--- config.mk ---
export PLATFORM = sky130hd
export DESIGN_NAME = tri_channel_ctrl
export DESIGN_NICKNAME = d
export VERILOG_FILES = /design/src/rtl/tri_channel_ctrl.sv
export SDC_FILE = /design/constraint.sdc
export NUM_CORES = 1
export LEC_CHECK = 0
export CORE_UTILIZATION = 45
export CTS_CLUSTER_DIAMETER = 200
export DETAILED_ROUTE_END_ITERATION = 10
export GPL_ROUTABILITY_DRIVEN = 0
export RECOVER_POWER = 50
export SLEW_MARGIN = 15
export SYNTH_ARGS = -nofsm -noshare
export SYNTH_HDL_FRONTEND = slang
export SYNTH_SLANG_ARGS = --single-unit
--- constraint.sdc ---
create_clock -name clk -period 2.1 [get_ports clk]
set_input_delay 0.21 -clock clk [delete_from_list [all_inputs] [get_ports clk]]
set_output_delay 0.21 -clock clk [all_outputs]
set_load 0.02 [all_outputs]
--- src/rtl/tri_channel_ctrl.sv ---
// tri_channel_ctrl: triangle channel registers, period timer, linear/length counters and sequencer step strobe
module tri_channel_ctrl #(
  parameter bit ULTRASONIC_MUTE = 1'b0
) (
  input  logic       clk,
  input  logic       reset,
  input  logic       cpu_en,
  input  logic       reg_wr,
  input  logic [1:0] reg_addr,
  input  logic [7:0] reg_wdata,
  input  logic       chan_enable,
  input  logic       quarter_frame,
  input  logic       half_frame,
  output logic       next_step,
  output logic       length_active
);
  localparam logic [7:0] LEN_TBL [32] = '{
    8'd10, 8'd254, 8'd20, 8'd2, 8'd40, 8'd4, 8'd80, 8'd6,
    8'd160, 8'd8, 8'd60, 8'd10, 8'd14, 8'd12, 8'd26, 8'd14,
    8'd12, 8'd16, 8'd24, 8'd18, 8'd48, 8'd20, 8'd96, 8'd22,
    8'd192, 8'd24, 8'd72, 8'd26, 8'd16, 8'd28, 8'd32, 8'd30
  };
  logic [10:0] timer_q, timer_d, period_q, period_d;
  logic [6:0]  linear_q, linear_d, lin_reload_val_q, lin_reload_val_d;
  logic [7:0]  length_q, length_d;
  logic        ctrl_q, ctrl_d, lin_reload_flag_q, lin_reload_flag_d;
  logic        wr_lin, wr_lo, wr_hi, qf, hf;
  // next state: frame clocks see pre-write ctrl/reload value, a $400B load beats a same-cycle decrement
  always_comb begin
    wr_lin = cpu_en & reg_wr & (reg_addr == 2'd0);
    wr_lo = cpu_en & reg_wr & (reg_addr == 2'd2);
    wr_hi = cpu_en & reg_wr & (reg_addr == 2'd3);
    qf = cpu_en & quarter_frame;
    hf = cpu_en & half_frame;
    timer_d = !cpu_en ? timer_q : (timer_q == '0 ? period_q : timer_q - 11'd1);
    ctrl_d = wr_lin ? reg_wdata[7] : ctrl_q;
    lin_reload_val_d = wr_lin ? reg_wdata[6:0] : lin_reload_val_q;
    period_d = {wr_hi ? reg_wdata[2:0] : period_q[10:8], wr_lo ? reg_wdata : period_q[7:0]};
    linear_d = !qf ? linear_q : lin_reload_flag_q ? lin_reload_val_q : linear_q - {6'd0, linear_q != '0};
    lin_reload_flag_d = wr_hi | (lin_reload_flag_q & !(qf & !ctrl_q));
    length_d = !cpu_en ? length_q :
               !chan_enable ? '0 :
               wr_hi ? LEN_TBL[reg_wdata[7:3]] :
               length_q - {7'd0, hf & !ctrl_q & (length_q != '0)};
  end
  assign next_step = cpu_en & (timer_q == '0) & (linear_q != '0) & (length_q != '0) &
                     !(ULTRASONIC_MUTE && period_q < 11'd2);
  assign length_active = length_q != '0;
  // state registers with synchronous reset
  always_ff @(posedge clk) begin
    if (reset) begin
      timer_q <= '0;
      period_q <= '0;
      linear_q <= '0;
      lin_reload_val_q <= '0;
      lin_reload_flag_q <= 1'b0;
      ctrl_q <= 1'b0;
      length_q <= '0;
    end else begin
      timer_q <= timer_d;
      period_q <= period_d;
      linear_q <= linear_d;
      lin_reload_val_q <= lin_reload_val_d;
      lin_reload_flag_q <= lin_reload_flag_d;
      ctrl_q <= ctrl_d;
      length_q <= length_d;
    end
  end
endmodule
Figure 1. Clock wires, drivers and flops (run 1).
Scale bar: 20 um.
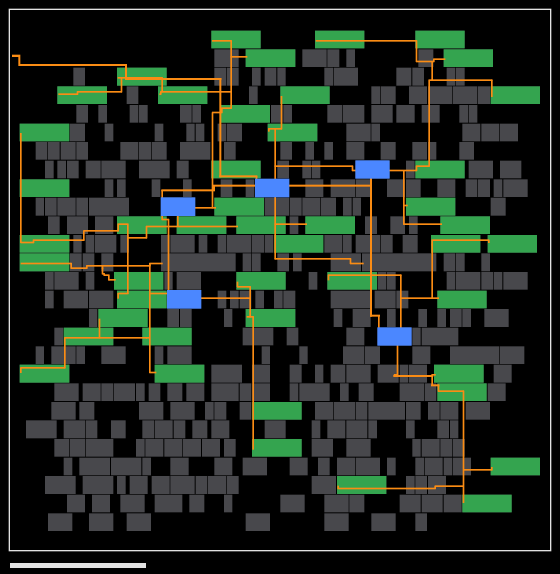
legend:
  clock wires:
    color: orange
    length: 615 um
  flip-flops:
    color: green
    count: 46
  clock drivers:
    color: blue
    count: 5
routed clock nets: 6
flops lie: widely spread
Clock Power: 0.806 mW
clock share of power: 0.211
Clock Latency Late Sink: 0.30 ns
clk_skew: 0.00496 ns

Figure 2. Sequential cells colored by netlist name (run 1).
Scale bar: 20 um. Other sequential cells in the stronger gray, the rest of the logic in the fainter gray.
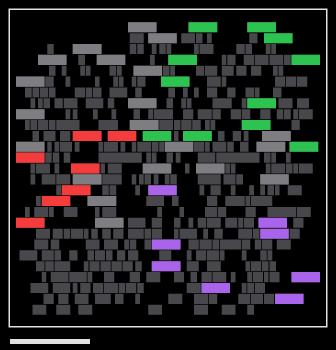
legend:
  length_q:
    color: purple
    placed_flops: 8
  timer_q:
    color: green
    placed_flops: 11
  lin_reload_val_q:
    color: red
    placed_flops: 7
    where: left middle
not colored: 20
fraction of area in registers: 0.284
FF/Latch Area: 921 um2
Seq power: 1.18 mW
final core area utilization: 0.577

==> impl_metrics.json, run 1 <==
{
  "dp_slack_ns": -0.0260,
  "grt_pass1_vias": 2331,
  "combPwrFrac": 0.479,
  "synth_chip_area_um2": 2680,
  "chipWidth_um": 79.1,
  "cts_tree": "done",
  "synthesis.area_um2": 2680,
  "cellInternalPower_mw": 2.38,
  "antenna_found_initial": 0,
  "ios": 19,
  "cts.reportedPaths.clkPinSlew_ns": 0.09,
  "comb_share": 0.498,
  "hold_path.class": "reg2reg",
  "synth-seq-area-share": 0.344,
  "cts.sink_count": 46,
  "peakVddDrop_v": 0.00123,
  "multi_input_comb_cells": 254,
  "num_vias": 2584,
  "setup_ws_ns": 0.0839,
  "top_usage_layer": "met2",
  "drive_gt1_frac": 0.125,
  "tightest_slew_ns": 0.591,
  "synth_cells": 339,
  "clock_cell_area_share": 0.0425,
  "clock.fmax_mhz": 496,
  "slew_violations": 0,
  "buffers_excl_clock": 50,
  "seqPwrFrac": 0.309,
  "syn_area_per_cell_um2": 7.90,
  "outcome": "complete, no violations",
  "dp.cells": 440,
  "area_growth_pct": 20.9,
  "timing.final.crit_period_ns": 2.02,
  "grt_max_degree": 45,
  "ys_warn_count": 0,
  "inverters_excl_clock": 18,
  "fp_util": 0.477,
  "synth-async-reset-ratio": 0,
  "viasPerCell": 5.77,
  "maxCapViolCount": 0,
  "clockBufferDepth": 2,
  "diodes": 0,
  "switching_share": 0.375,
  "warnings": 31,
  "port_buffers": 18,
  "core_um2": 5610,
  "fp_nets": 367,
  "setup_viol": 0,
  "grt_pass1_wl_um": 11400,
  "dpl.hpwl_um": 5020,
  "ys_types": 66,
  "seq_cells": 46,
  "path_max_fanout": 5,
  "start_kind": "register",
  "stdcell_count": 448,
  "drc_errors": 0,
  "yosys-stat-cells": 339,
  "num_tap_cells": 72,
  "die-area_um2": 6260,
  "logic_area_um2": 1610,
  "fin_setup_tns_ns": 0,
  "fill_cells": 555,
  "wirelength_um": 6920,
  "p_switching_mw": 1.43,
  "root_buffer": "clkbuf_8",
  "cts_inserted_buffers": 5,
  "flop_cell": "dfxtp_1",
  "final_nets": 403,
  "post-route-period-util": 0.960,
  "grt_use_met1": 0.331,
  "htree_levels": 2,
  "row_count": 27,
  "final_cell_mix": "nand2_1, dfxtp_1, nor2_1",
  "clkbuf_count": 5,
  "arrival_ns": 1.81,
  "power_density_nw_per_um2": 1180,
  "enable_flop_cells": 0,
  "dominant_cells": "multi-input combinational cells",
  "gr-total-overflow": 0,
  "drt-pass1-iter-count": 5,
  "buffer_area_frac": 0.127,
  "p_leak_nw": 1.22,
  "synth-seq-cells": 46,
  "cp.required_ns": 1.89,
  "first_iter_violations": 163,
  "die_h_um": 79.1,
  "ant_nets": 0,
  "maxSlewHeadroom": 0.596,
  "wl_per_cell_um": 15.4,
  "hold_viol_final": 0,
  "critPathKind": "reg2out",
  "cp-end-kind": "output pin"
}
Figure 3. Logic cells by family (run 1).
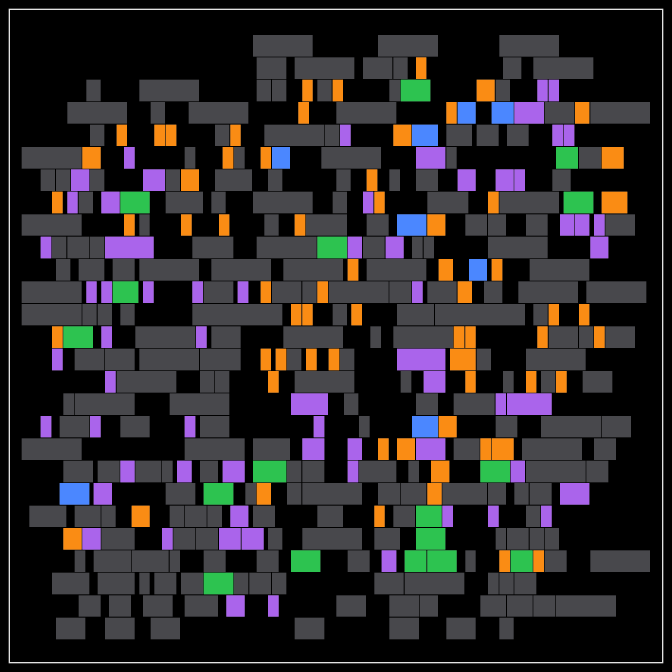
legend:
  AND and OR gates:
    color: blue
    cells: 8
  NOR gates:
    color: purple
    cells: 64
  NAND gates:
    color: orange
    cells: 65
  AND-OR and OR-AND gates:
    color: green
    cells: 17

Figure 4. Routing congestion map (run 1).
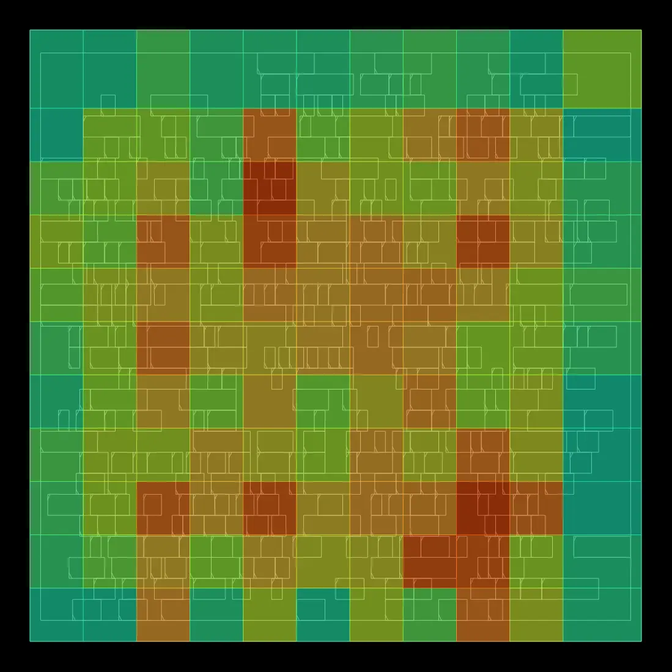
met3 Usage GRT: 0.0322
M2 GR Usage: 0.369
gr usage total: 0.232

## run 1: Yosys cell counts (2+ instances only)
| master | instances | area [um2] |
|---|---|---|
| nor4_1 | 3 | 18.8 |
| a21oi_1 | 29 | 145 |
| a22oi_1 | 2 | 15.0 |
| and2_1 | 2 | 12.5 |
| nor3_2 | 2 | 20.0 |
| nand2b_1 | 4 | 25.0 |
| inv_1 | 16 | 60.1 |
| a32o_1 | 4 | 40.0 |
| buf_1 | 2 | 7.51 |
| nor2b_1 | 6 | 37.5 |
| nor3b_1 | 6 | 45.0 |
| nand4_1 | 6 | 37.5 |
| nand2_1 | 46 | 173 |
| o211ai_1 | 2 | 15.0 |
| a21o_1 | 2 | 15.0 |
| dfxtp_1 | 46 | 921 |
| nand4b_1 | 2 | 17.5 |
| nor2_1 | 32 | 120 |
| buf_2 | 6 | 30.0 |
| a31oi_1 | 6 | 37.5 |
| nand3b_1 | 2 | 15.0 |
| nand3_1 | 5 | 25.0 |
| mux2i_1 | 12 | 120 |
| ha_1 | 11 | 138 |
| o31ai_1 | 3 | 22.5 |
| o21ai_1 | 7 | 35.0 |
| nor3_1 | 10 | 50.1 |
| a221o_1 | 3 | 30.0 |
| o21ai_0 | 13 | 65.1 |
| a311o_1 | 2 | 20.0 |
| clkbuf_1 | 12 | 45.0 |
## run 1: registers in the layout, indices dropped and copies added (netlist names)
name	count
period_q	11
timer_q	11
length_q	8
lin_reload_val_q	7
linear_q	7
ctrl_q	1
lin_reload_flag_q	1
## run 1: worst max-delay path, cell delays in order (launching register included)
cell and delay, ns:
dfxtp_1 0.36, nor4_1 0.42, nand4_1 0.24, nor3b_2 0.27
clkbuf_2 0.21
## run 1: power by group through the flow
stage	sequential, mW	clock (mW)	combinational, mW
floorplan	1.16	0	1.38
global placement	1.18	0	1.80
detailed placement	1.18	0	1.82
CTS	1.16	0.821	1.84
global route	1.20	0.865	2.08
finish	1.18	0.806	1.83
## run 1: metal layers
metal  wire length [um]  vias up
li1                   -     1291
met1               3490     1226
met2               3090       62
met3                296        5
met4                 36        0
met5                  0        -
## run 1: path summary, 6_finish.rpt
kind / from / end / slack [ns] / cells past startpoint
min: linear_q[0] / linear_q[0] / 0.46 / 2
max reg2reg: length_q[7] / length_q[7] / 0.12 / 8
max: timer_q[2] / next_step / 0.08 / 4
min reg2reg: linear_q[0] / linear_q[0] / 0.46 / 2
## run 1: stage by stage
stage / hold WS, ns / total power, mW / cell area (um2) / utilization
6_report: 0.461 / 3.81 / 3240 / 0.577
4_1_cts: 0.462 / 3.82 / 3250 / 0.579
2_1_floorplan: 0.346 / 2.53 / 2680 / -
3_5_place_dp: 0.448 / 3.01 / 3110 / 0.554
3_3_place_gp: 0.442 / 2.98 / 3110 / 0.554
5_1_grt: 0.491 / 4.15 / 3240 / 0.577
## run 1: logic make-up after synthesis
group	count (synthesis)	synth area share
buf+inv	39	0.0603
flops	46	0.344
xor+xnor	1	0.00327
simple gates	137	0.265
mux	14	0.0533
compound gates	91	0.222
fa+ha+maj	11	0.0514
## run 1: repair_timing
item | in CTS | in global routing
hold buffers | 0 | 0
hold endpoints to repair | 0 | 0
resized | 3 | 6
setup endpoints to repair | 1 | 5
setup buffers | 0 | 0
==> inputs of run 2 (changes only) <==
- ABC_CLOCK_PERIOD_IN_PS: unset -> 2100
- CORE_UTILIZATION: 45 -> 37
Figure 5. Routing congestion map (run 2).
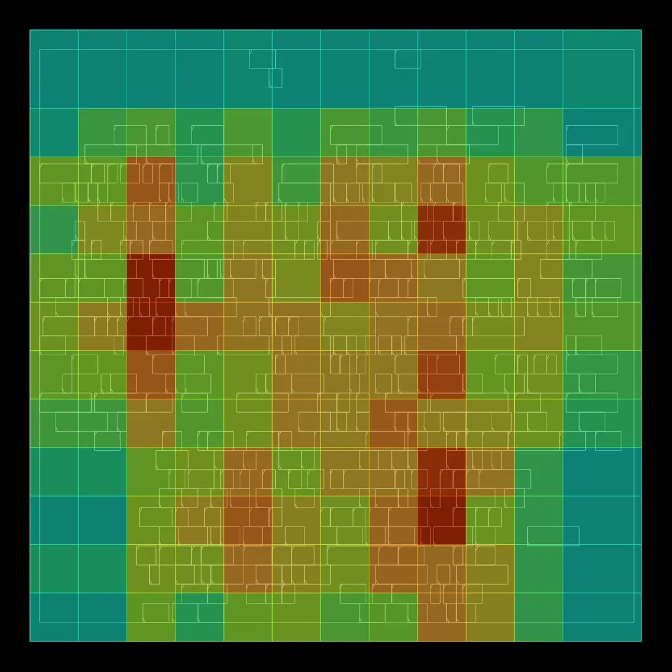
gr usage total: 0.193
met1 Track Usage GR: 0.270
global route hottest layer: met2

Figure 6. Sequential cells colored by netlist name (run 2).
Scale bar: 20 um. Other sequential cells in the stronger gray, the rest of the logic in the fainter gray.
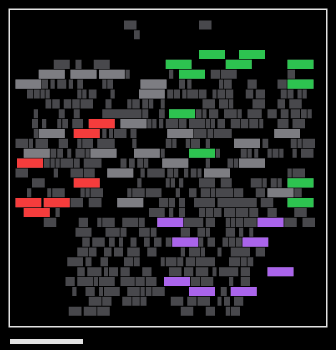
legend:
  length_q:
    color: purple
    placed_flops: 8
  lin_reload_val_q:
    color: red
    placed_flops: 7
    where: left middle
  timer_q:
    color: green
    placed_flops: 11
not colored: 20
fraction of area in registers: 0.282
final core area utilization: 0.472

==> run 2 against run 1 <==
Net effect:
- synthesized cell count did not move
- synthesized area is the same
- clock power down 2%
- final cell count rose by 4.7%
- non-clock buffer count decreased by 3
- utilization down 11 points
- combinational power about the same
- critical path depth is 4 higher
- first-iteration DRC count is 35% lower
- sequential share of layout area is 0.20 points lower
- largest cell class unchanged
==> impl_metrics.json, run 2 <==
{
  "arrival_ns": 2.16,
  "drc_errors": 0,
  "antenna_found_initial": 0,
  "dpl_cell_area_um2": 3100,
  "syn_area_per_cell_um2": 7.90,
  "stdcell_count": 469,
  "chipWidth_um": 87.1,
  "die_h_um": 87.1,
  "dpl.hpwl_um": 5120,
  "clock_latency_ns": 0.30,
  "fill_cells": 713,
  "grt_pass1_vias": 2367,
  "grt_pass1_wl_um": 11400,
  "root_buffer": "clkbuf_8",
  "critPathKind": "reg2reg",
  "ant_nets": 0,
  "enable_flop_cells": 0,
  "dp.cells": 461,
  "maxSlewHeadroom": 0.626,
  "cts_setup_buffers": 0,
  "fin_skew_ns": 0.0104,
  "final_nets": 400,
  "ios": 19,
  "area_growth_pct": 21.8,
  "reg2reg_slack_ns": 0.13,
  "min_from": "period_q[10]",
  "num_vias": 2553,
  "port_buffers": 18,
  "post-route-period-util": 0.940,
  "outcome": "complete, no violations",
  "slowest_stage": "dfxtp_1",
  "cts.sink_count": 46,
  "clock.fmax_mhz": 507,
  "gr-total-overflow": 0,
  "dp_slack_ns": -0.0697,
  "slew_violations": 0,
  "die-area_um2": 7580,
  "max_stage_delay_ns": 0.36,
  "rr_endpoint": "linear_q[6]",
  "yosys-stat-cells": 339,
  "cp-end-kind": "register",
  "cts_inserted_buffers": 5,
  "crit_path_frequent_cell": "ha_1",
  "cts.reportedPaths.clkPinSlew_ns": 0.09,
  "worstRegToRegCells": 8,
  "drive_gt1_frac": 0.139,
  "synthesis.area_um2": 2680,
  "crit_family": "simple AND/OR/NAND/NOR gates",
  "top_regs": "period_q: 11 flops, timer_q: 11 flops, length_q: 8 flops",
  "setup_viol": 0,
  "yosysTopAreaCellShare": 0.344,
  "hold-path-cell-count": 2,
  "crit_end": "linear_q[6]",
  "warnings": 31,
  "first_iter_violations": 106,
  "top_area_cell": "dfxtp_1",
  "crit_chain": "nor3_2 > nand4_1 > ha_1 > ha_1 > nor2b_1 > a32o_1 > nand2_1 > a21oi_1",
  "path_max_fanout": 5,
  "cp.required_ns": 2.28,
  "synth-seq-area-share": 0.344,
  "tightest_slew_ns": 0.560,
  "drt-pass1-iter-count": 5,
  "clockBufferDepth": 2,
  "hold_buffers": 0,
  "power_density_nw_per_um2": 1170,
  "diodes": 0,
  "synth_cells": 339,
  "yosys-top-cells-count": "dfxtp_1, nand2_1, nor2_1",
  "wirelength_um": 6900,
  "hold_viol_final": 0,
  "htree_levels": 2,
  "crit_start": "linear_q[3]",
  "flop_cell": "dfxtp_1",
  "r2r_start": "linear_q[3]",
  "start_kind": "register",
  "timing.final.crit_period_ns": 1.97,
  "lay_top_count": "dfxtp_1",
  "p_leak_nw": 1.20,
  "final_cell_mix": "dfxtp_1, nand2_1, nor2_1",
  "synth_chip_area_um2": 2680,
  "path_buffers": 0,
  "peakVddDrop_v": 0.000874,
  "fp_util": 0.388,
  "ys_warn_count": 0,
  "setup_ws_ns": 0.126,
  "wl_per_cell_um": 14.7,
  "maxCapViolCount": 0,
  "grt_max_degree": 24,
  "crit_cells": 8,
  "fp_nets": 367,
  "hold_path.class": "reg2reg",
  "synth-async-reset-ratio": 0,
  "cts_tree": "done",
  "synth.area.top_cells": "dfxtp_1, nand2_1, a21oi_1",
  "viasPerCell": 5.44,
  "ys_types": 66,
  "synth-seq-cells": 46
}
Figure 7. Placement by cell class (run 2).
Scale bar: 20 um.
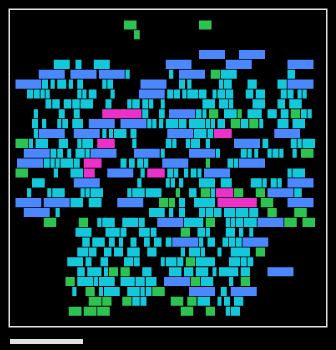
legend:
  combinational and other logic:
    color: cyan
    cells: 272
  other buffers and delay cells:
    color: green
    cells: 47
  clock drivers and dummy loads:
    color: magenta
    cells: 8
  flops:
    color: blue
    cells: 46
Final Instance Area: 3260 um2
core area: 6910 um2
num rows: 30

-- run 2: worst min path at each step --
stage | endpoint | slack, ns
3_3_place_gp | period_q[10] | 0.44
4_1_cts | period_q[10] | 0.46
3_5_place_dp | period_q[10] | 0.44
2_1_floorplan | period_q[10] | 0.35
6_report | period_q[10] | 0.45
5_1_grt | period_q[10] | 0.48
-- run 2: worst reg2reg max path, cell delays in order, from the launching register on --
cell     delay (ns)
dfxtp_1        0.36
nor3_2         0.28
nand4_1        0.21
ha_1           0.26
ha_1           0.22
nor2b_1        0.14
a32o_1         0.27
nand2_1        0.06
a21oi_1        0.06
-- run 2: logic make-up after synthesis --
kind of cell,share of synthesized area
and+or+nand+nor,0.265
AOI/OAI and AO/OA,0.222
DFF,0.344
buffers and inverters,0.0603
muxes,0.0533
adders and majority gates,0.0514
xor gates and xnor gates,0.00327
-- run 2: timing repair --
| item | in CTS | in global routing |
|---|---|---|
| pin swaps | 0 | 0 |
| setup endpoints to repair | 1 | 6 |
| gates resized | 3 | 9 |
-- run 2: layout make-up --
cell class	instances	area [um2]	area share
sequential	46	921	0.282
clock buffer	5	68.8	0.0211
tap	96	120	0.0368
inverter	18	67.6	0.0207
multi-input combinational	254	1640	0.502
timing repair buffer	47	379	0.116
clock inverter	3	68.8	0.0211
-- run 2: routing by layer --
layer / share of wire / up-vias / global-route usage
met5: 0 / - / 0
li1: - / 1296 / -
met4: 0.0078 / 0 / 0.0545
met2: 0.46 / 50 / 0.303
met3: 0.038 / 4 / 0.0370
met1: 0.50 / 1203 / 0.270
-- run 2: power by group --
part | total (mW) | internal, mW | switching (mW) | leakage (nW)
clock network | 0.787 | 0.477 | 0.310 | 0.0683
registers | 1.18 | 1.03 | 0.156 | 0.373
logic | 1.85 | 0.894 | 0.953 | 0.759
-- run 2: stage by stage --
stage | hold slack, ns | power (mW) | utilization | TNS [ns]
after floorplan | 0.346 | 2.53 | - | 0
after global placement | 0.438 | 2.97 | 0.449 | -0.0911
after detailed placement | 0.444 | 3.02 | 0.449 | -0.172
after CTS | 0.457 | 3.83 | 0.470 | 0
after global routing | 0.477 | 4.17 | 0.472 | -0.0376
final | 0.454 | 3.82 | 0.472 | 0
==> inputs of run 3 (changes only) <==
- ABC_CLOCK_PERIOD_IN_PS: 2100 -> 2000
- CORE_MARGIN: unset -> 2
- clock period: 2.1 -> 2 ns (I/O delays scaled with it)
Figure 8. Routing congestion map (run 3).
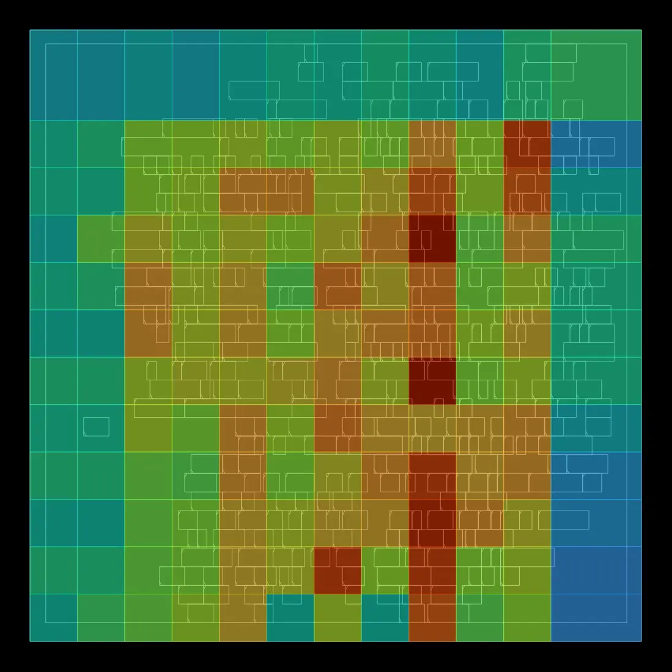
wire per inst: 13.9 um
gr usage total: 0.183
final core area utilization: 0.473
met3 Usage GRT: 0.0332
M2 GR Usage: 0.313

Figure 9. Logic cells by family (run 3).
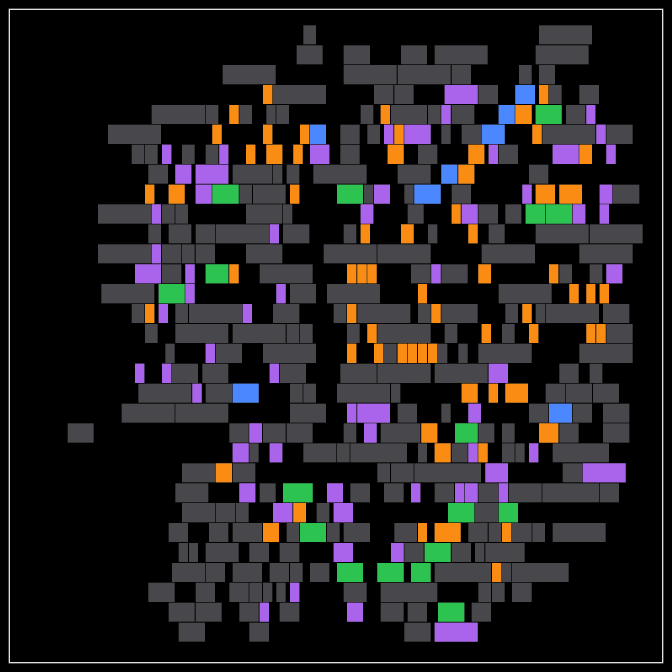
legend:
  AND-OR and OR-AND gates:
    color: green
    cells: 17
  NOR gates:
    color: purple
    cells: 64
  NAND gates:
    color: orange
    cells: 65
  AND and OR gates:
    color: blue
    cells: 8

==> run 3 against run 2 <==
Net effect:
- clock power decreased by 24%
- synthesized area unchanged
- final area increased by 3.6%
- critical path depth increased by 1
- total power increased by 0.17%
- register-to-register slack got worse by 0.04 ns
- sequential share of layout area decreased by 0.75 points
- non-clock buffer count increased by 19
- clock skew increased by 0.00065 ns
- count of clock-buffer cells in the layout increased by 2
- first-iteration DRC count increased by 36%
- critical path type unchanged
==> impl_metrics.json, run 3 <==
{
  "drc_errors": 0,
  "synth-seq-area-share": 0.344,
  "p_leak_nw": 1.29,
  "setup_viol": 0,
  "synth-async-reset-ratio": 0,
  "cts.reportedPaths.clkPinSlew_ns": 0.09,
  "cts_inserted_buffers": 5,
  "peakVddDrop_v": 0.000799,
  "port_buffers": 18,
  "stdcell_count": 491,
  "area_growth_pct": 26.1,
  "synth.area.top_cells": "dfxtp_1, nand2_1, a21oi_1",
  "dp_slack_ns": -0.0885,
  "ant_nets": 0,
  "htree_levels": 2,
  "ys_warn_count": 0,
  "total_power_mw": 3.82,
  "critPathKind": "reg2reg",
  "syn_area_per_cell_um2": 7.90,
  "ios": 19,
  "grt_pass1_vias": 2475,
  "hold-path-cell-count": 2,
  "synthesis.area_um2": 2680,
  "die-area_um2": 7930,
  "enable_flop_cells": 0,
  "reg2reg_slack_ns": 0.09,
  "yosys-stat-cells": 339,
  "drt-pass1-iter-count": 4,
  "hold_viol_final": 0,
  "tightest_slew_ns": 0.552,
  "start_kind": "register",
  "viasPerCell": 5.15,
  "synth_chip_area_um2": 2680,
  "maxSlewHeadroom": 0.631,
  "flop_cell": "dfxtp_1",
  "gr-total-overflow": 0,
  "synth_cells": 339,
  "core_um2": 7140,
  "first_iter_violations": 144,
  "diodes": 0,
  "final_nets": 419,
  "cts_tree": "done",
  "top_regs": "period_q: 11 flops, timer_q: 11 flops, length_q: 8 flops",
  "die_h_um": 89.1,
  "hold_buffers": 0,
  "wirelength_um": 6800,
  "top_area_cell": "dfxtp_1",
  "cp-end-kind": "register",
  "dpl_cell_area_um2": 3240,
  "row_count": 31,
  "drive_gt1_frac": 0.191,
  "root_buffer": "clkbuf_8",
  "maxCapViolCount": 0,
  "ys_types": 66,
  "arrival_ns": 2.15,
  "lay_top_count": "nand2_1",
  "fp_nets": 367,
  "num_vias": 2530,
  "yosys-top-cells-count": "dfxtp_1, nand2_1, nor2_1",
  "synth-seq-cells": 46,
  "slowest_stage": "dfxtp_2",
  "yosysTopAreaCellShare": 0.344,
  "dpl.hpwl_um": 5180,
  "post-route-period-util": 0.955,
  "grt_pass1_wl_um": 11400,
  "max_stage_delay_ns": 0.34,
  "fill_cells": 728,
  "antenna_found_initial": 0,
  "cts.sink_count": 46,
  "hold_path.class": "reg2reg",
  "clockBufferDepth": 2,
  "fp_util": 0.375,
  "rsz0062_at_grt": "true",
  "worstRegToRegCells": 9,
  "slew_violations": 0,
  "dp.cells": 481,
  "path_max_fanout": 6,
  "setup_ws_ns": 0.0901,
  "power_density_nw_per_um2": 1130,
  "crit_path_frequent_cell": "a21oi_1",
  "outcome": "complete, no violations",
  "grt_max_degree": 29,
  "chipWidth_um": 89.1,
  "crit_chain": "nor3_4 > nand4_1 > nand2_2 > nor3b_2 > ha_2 > ha_4 > o31ai_2 > a21oi_1 > a21oi_1",
  "warnings": 32,
  "final_cell_mix": "nand2_1, buf_4, dfxtp_1",
  "clock_latency_ns": 0.30,
  "fin_skew_ns": 0.0111,
  "timing.final.crit_period_ns": 1.91,
  "clock.fmax_mhz": 524,
  "postLayoutCellArea_um2": 3380,
  "cp.required_ns": 2.24
}
Figure 10. Clock wires, drivers and flops (run 3).
Scale bar: 20 um.
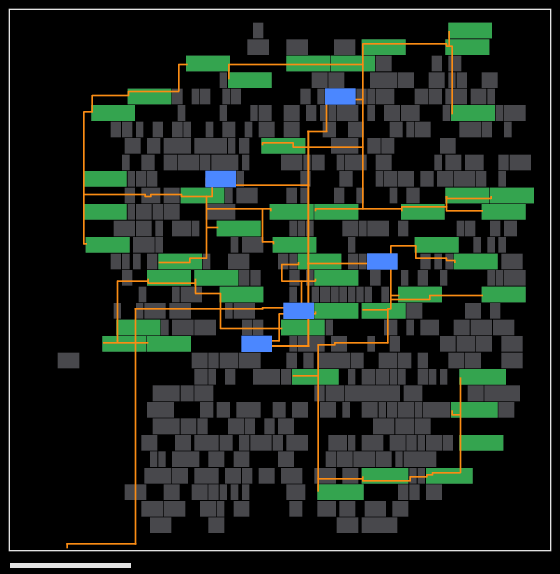
legend:
  clock drivers:
    color: blue
    count: 5
  clock wires:
    color: orange
    length: 630 um
  flip-flops:
    color: green
    count: 46
routed clock nets: 6

[run 3: cell counts after synthesis]
No cell type changed its count.
[run 3: final cells by class]
type,count,area (um2),area share
clock inverter,1,5.00,0.00148
clock buffer,7,86.3,0.0256
multi-input combinational,254,1650,0.487
inverter,18,67.6,0.0200
timing repair buffer,66,520,0.154
sequential,46,928,0.275
tap,99,124,0.0367
[run 3: power breakdown]
group          internal (mW)  leakage [nW]  switching (mW)  total, mW
clock network          0.279        0.0482           0.317      0.596
registers               1.08         0.376           0.134       1.21
logic                   1.02         0.863           0.995       2.01
total                   2.38          1.29            1.45       3.82
[run 3: cell families (layout without fill, tap and decap cells)]
kind of cell	count (synthesis)	count (layout)	synth area share
flops	46	46	0.344
fa+ha+maj	11	11	0.0514
simple gates	137	137	0.265
compound gates	91	91	0.222
mux	14	14	0.0533
xor+xnor	1	1	0.00327
buf+inv	39	92	0.0603
[run 3: final timing paths]
path | from | endpoint
hold reg to reg | period_q[10] | period_q[10]
setup / recovery | length_q[2] | length_q[2]
setup reg to reg | length_q[2] | length_q[2]
hold / removal | period_q[10] | period_q[10]
[run 3: per-layer routing]
layer | GRT usage | vias to the layer above | share of wire
li1 | - | 1330 | -
met1 | 0.232 | 1145 | 0.48
met2 | 0.313 | 44 | 0.46
met3 | 0.0332 | 11 | 0.039
met4 | 0.0651 | 0 | 0.018
met5 | 0 | - | 0
[run 3: critical path, delay by kind of cell (launching register included)]
family / cells / cell delay, ns
AND-OR/OR-AND: 3 / 0.48
adder cells (fa/ha/maj): 2 / 0.40
flip-flops: 1 / 0.34
AND/OR/NAND/NOR: 4 / 0.62
[run 3: metrics by stage]
step                setup TNS [ns]  hold slack, ns
floorplan                        0           0.336
global placement            -0.129           0.444
detailed placement          -0.414           0.454
CTS                              0           0.467
global route               -0.0250           0.490
finish                           0           0.463
[run 3: what timing repair did]
action                                  CTS  global route
gates resized                             4            21
pin swaps                                 1             6
endpoints found under the setup margin    6            10
buffers inserted                          1             1
Power figures rest on the tool's default switching activity, not on a simulated workload.
